==> config.mk <==
export PLATFORM = sky130hd
export DESIGN_NAME = unsigned_int_to_single
export DESIGN_NICKNAME = d
export VERILOG_FILES = /design/src/rtl/unsigned_int_to_single.sv
export SDC_FILE = /design/constraint.sdc
export NUM_CORES = 1
export LEC_CHECK = 0
export ABC_CLOCK_PERIOD_IN_PS = 2300
export CAP_MARGIN = 5
export CORE_ASPECT_RATIO = 1.4
export CORE_MARGIN = 2
export CORE_UTILIZATION = 55
export CTS_CLUSTER_SIZE = 20
export DETAILED_ROUTE_END_ITERATION = 10
export DONT_BUFFER_PORTS = 1
export PLACE_DENSITY = 0.71
export SLEW_MARGIN = 20
export SYNTH_ARGS = -nofsm -noshare
export SYNTH_HDL_FRONTEND = slang
export SYNTH_SLANG_ARGS = --single-unit
==> constraint.sdc <==
create_clock -name clk -period 2.3 [get_ports clk]
set_input_delay 0.345 -clock clk [delete_from_list [all_inputs] [get_ports clk]]
set_output_delay 0.345 -clock clk [all_outputs]
set_load 0.02 [all_outputs]
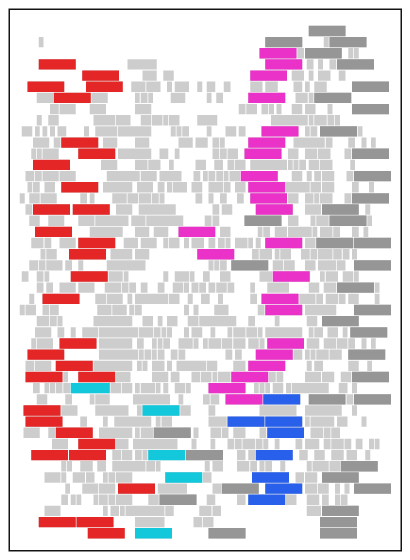
(images/registers.png)
- red: a1 (flops 31; where a column on the left)
- cyan: lz1 (flops 5; where bottom centre)
- blue: e2 (flops 8)
- magenta: frac2 (flops 23)
- not coloured: 38
sequential fraction of total cell area: 37.3%
post-route core utilization: 62.1%
Sequential cell area: 0.00263 mm2

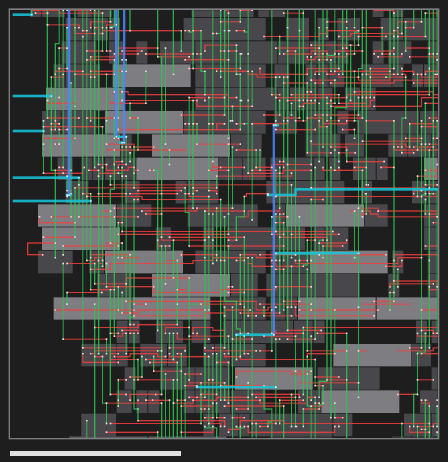
(images/zoom.png)
The bar under the picture is 20 um long. Window x 0 to 50, y 8 to 58 um. Cells in grey, sequential cells in the stronger grey; small squares are vias.
- blue: met4
- cyan: met3
- green: met2
- red: met1
- most frequent: nand2_1 (25), dfrtp_1 (18), nor2_1 (16)
- sequential cells in the window: 19
- cells with their middle in the window: 155

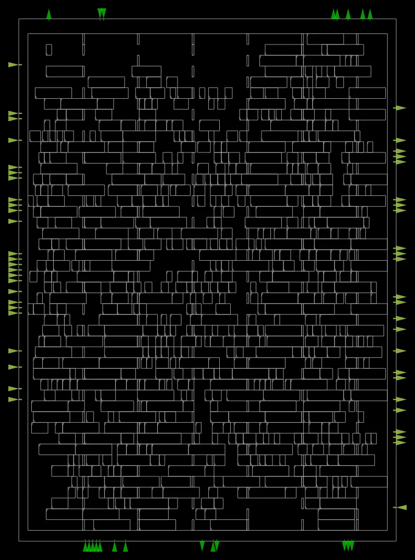
(images/final_placement.png)
Tap Count: 144
flop count: 105
tally of filler cells in the layout: 936
area of the core: 0.0113 mm2
number of rows in the core area: 46

==> run notes <==
Flow results follow.

For the worst setup path, the data arrival time is 2660 ps. Once detail routing completed, the nets flagged for antenna violations numbered 0. The first global-routing pass estimated 24000 um of wire.

By area the synthesized netlist is led by sky130_fd_sc_hd__dfrtp_1 (41%), sky130_fd_sc_hd__nand2_1 (6.3%), sky130_fd_sc_hd__mux2_2 (6.0%), sky130_fd_sc_hd__o21ai_0 (5.2%), sky130_fd_sc_hd__mux2i_1 (4.4%). The via count of the first global-routing pass is 4913. The die boundary height is 132 um. The number of logic gates is 498. Counting endpoints that fail hold in the final report gives 105.

The violation tally from detailed-route iteration zero is 244. The cell count after placement is 791. The signal on the critical path passes through o21a_1, ha_2, nand4_1, nor3_4, and4_4, and4_4, ha_4, ha_4, and3_4, nand3_2, xor2_1, o21ai_1. The routed length on met1 is 6050 um.

The final-report max-slew violation count is 0. The worst path in the final design needs a cycle of 2400 ps, including I/O delays and setup. By area, the class that comes first in the final layout consists of multi-input combinational cells. The routing usage on met2 is 41.7%. The run finished, with violations left. The xor/xnor cell area share of the yosys netlist is 4.11%.

The checks that failed: hold timing, setup timing. For this configuration, the core starts out at a cell density of 56.4%. The largest net degree at the start of global routing is 107.

The largest clock skew in the final design is 6.25 ps. The power share of the combinational group is 27.6%. Summed over all nets, the switching power comes to 2.21 mW. The number of antenna repair diodes is 0. The script parses the final routing iteration and logs DRC violations as 0.

Endpoints with negative setup slack in the final report add up to 3. By area, the combinational part of the netlist is dominated by multiplexers. The clock network is responsible for 25.3% of the overall power. Wires add up to 14500 um. For this run, the detailed router's first-pass iteration total came to 4. The number of buffer cells added on primary ports is 0. The number of nets handed over by synthesis was 695.

The number of cells upsized or downsized after cts is 1. The pin slew with the least headroom to its limit is 663 ps. The critical path crosses 12 cells after its start point.

The post-synthesis average cell area is 9.78 um2. The synthesis report gives the async set-or-reset register share as 100%. Looking at the VDD voltage map, the peak drop is 0.477 mV. The internal power is 3.96 mW. For this block, the via count after detailed routing is 4856.

The final worst setup slack is -102 ps. The power report lists the clock group at 1.56 mW. The growth of design area from synthesis to finish is 10.2%. Per the OpenROAD floorplan log, the width of the die is 95.1 um. The final-layout non-clock buffer area share is 5.15%. The sum of negative setup slack is -202 ps. The final design instance area without fill is 0.00704 mm2. The timing report gives the clock slew at the launch and capture registers of the worst setup and hold paths as 70 ps. For this run, the slowest stage of the critical path takes 380 ps. The worst hold slack is -309 ps. The final layout report lists a non-clock buffer count of 40. The cell accounting for the most synthesized area is sky130_fd_sc_hd__dfrtp_1.
Power figures rest on the tool's default switching activity, not on a simulated workload.
